==> config.mk <==
export PLATFORM = sky130hd
export DESIGN_NAME = week_5_pla_result_capture_flat
export DESIGN_NICKNAME = d
export VERILOG_FILES = /design/src/rtl/week_5_pla_result_capture_if.sv /design/src/rtl/week_5_pla_result_capture.sv /design/src/flat_wrapper.sv
export SDC_FILE = /design/constraint.sdc
export NUM_CORES = 1
export LEC_CHECK = 0
export ABC_CLOCK_PERIOD_IN_PS = 3750
export CAP_MARGIN = 20
export CORE_UTILIZATION = 45
export DETAILED_ROUTE_END_ITERATION = 8
export GPL_TIMING_DRIVEN = 0
export PLACE_DENSITY = 0.68
export REMOVE_ABC_BUFFERS = 1
export SLEW_MARGIN = 5
export SYNTH_ARGS = -nofsm -noshare
export SYNTH_HDL_FRONTEND = slang
export SYNTH_SLANG_ARGS = --single-unit
==> constraint.sdc <==
create_clock -name clk -period 3.75 [get_ports clk]
set_input_delay 0.375 -clock clk [delete_from_list [all_inputs] [get_ports clk]]
set_output_delay 0.375 -clock clk [all_outputs]
set_load 0.01 [all_outputs]
drive_strength.png
The bar under the picture is 20 um long.
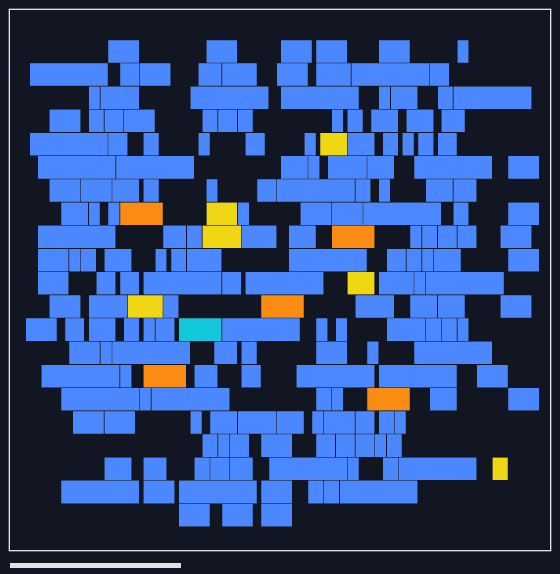
[drive 6 and up] orange | cells: 5 | share: 2.5%
[drive 3 to 4] cyan | cells: 1 | share: 0.50%
[drive 1 or less] blue | cells: 187 | share: 94%
[drive 2] yellow | cells: 6 | share: 3.0%
area grow syn2layout: 20.7%
final setup margin: 1.54 ns
number of non-clock buffers in the layout: 28
design area: 2040 um2

pins.png
Pins as bars across the die edge, other pins in gray.
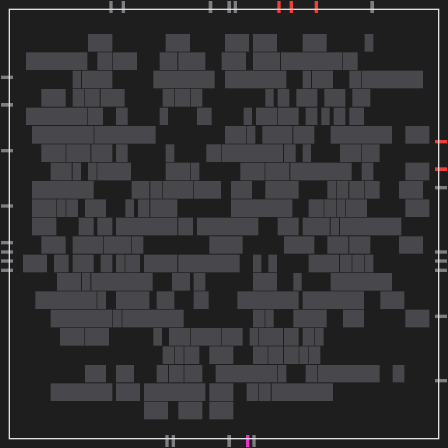
[`bus_z_count`] red | pins: 5 | direction: output | edge: 3 top, 2 right
[`bus_out_ready`] magenta | pins: 1 | direction: input | edge: bottom
die width: 63.3 um
Die Y: 63.3 um
PortBufs: 28

cell_classes.png
The bar under the picture is 20 um long.
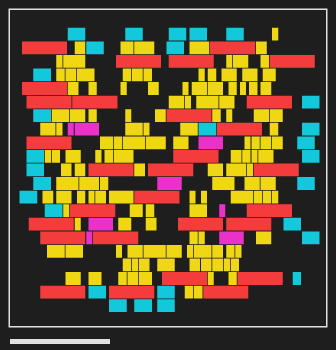
[flip-flops] red | cells: 29 | share of their area: 37%
[other buffers and delay cells] cyan | cells: 28 | share of their area: 14%
[clock drivers and dummy loads] magenta | cells: 8 | share of their area: 4.0%
[all other logic] yellow | cells: 134 | share of their area: 46%
core area: 3470 um2
Finished Core Util: 58.9%
register share of the cell area: 35.5%
placement row count: 21

clock_map.png
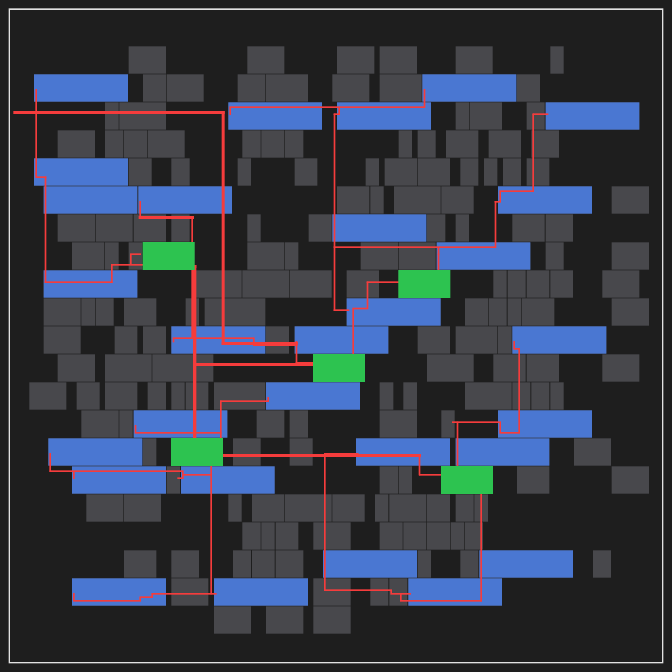
[cells driving clock nets] green | count: 5
[flip-flops] blue | count: 29
[clock wires] red | length: 421 um
flops lie: spread over the die
routed clock nets: 6
Clk pwr share: 16.6%
clk pwr: 0.000247 W
Clock Skew: 0.00380 ns

final_clocks.png
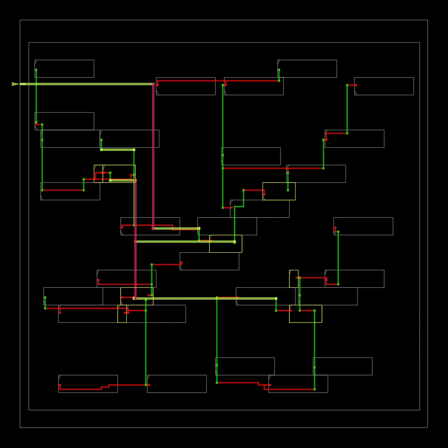
# clock sinks: 29
flop count: 29
CLK BUF: 8

==> results.cfg <==
; synthesis and place-and-route metrics
[final_layout]
lay_top_cells = dfrtp_1, clkdlybuf4s50_1, inv_1
stdcell_count = 245
diodes = 0
buffer_area_share_pct = 13.5
fill_cells = 308
clock_area_share_pct = 3.92
n_all_inverters = 17

[synthesis]
area_leaders = dfrtp_1, ha_1, nand3_1
yosys_area_um2 = 1690
ys_seq_share_pct = 42.9
synth_top_area_share_pct = 42.9
largest_area_cell = dfrtp_1
aoi_share_pct = 20.4
simple_gate_share_pct = 19.7
synth-seq-cells = 29

[power_and_ir_drop]
totalPowerFinal_w = 0.00149
p_sw_share_pct = 38.8
switchingPower_w = 0.000579
power_frac_seq_pct = 40.6
p_leak_nw = 0.870
p_comb_share_pct = 42.8
power_leader = combinational cells

[run_status]
status = finished, final reports clean

[worst_setup_path]
path_class = flip-flop to flip-flop
critPathRequiredTime_ns = 3.91
crit_fanout = 33
crit_arrival_ns = 2.37
cp_top_family = flip-flops

[placement]
dp.cells = 237
place_area_um2 = 1960

[drt]
detailroute.wirelength.met3_um = 119
dr.first_iter.drc_count = 96
drc = 0

[timing]
worstMarginPinSlew_ns = 0.999
period_needed_ns = 2.21

[global_routing]
grt_max_degree = 34

[min_path]
hold_class = input port to async pin

[cts]
hold_buffers = 0

[floorplanning]
die-area_um2 = 4010
No activity file was given, so power comes from the tool's default toggle rates.
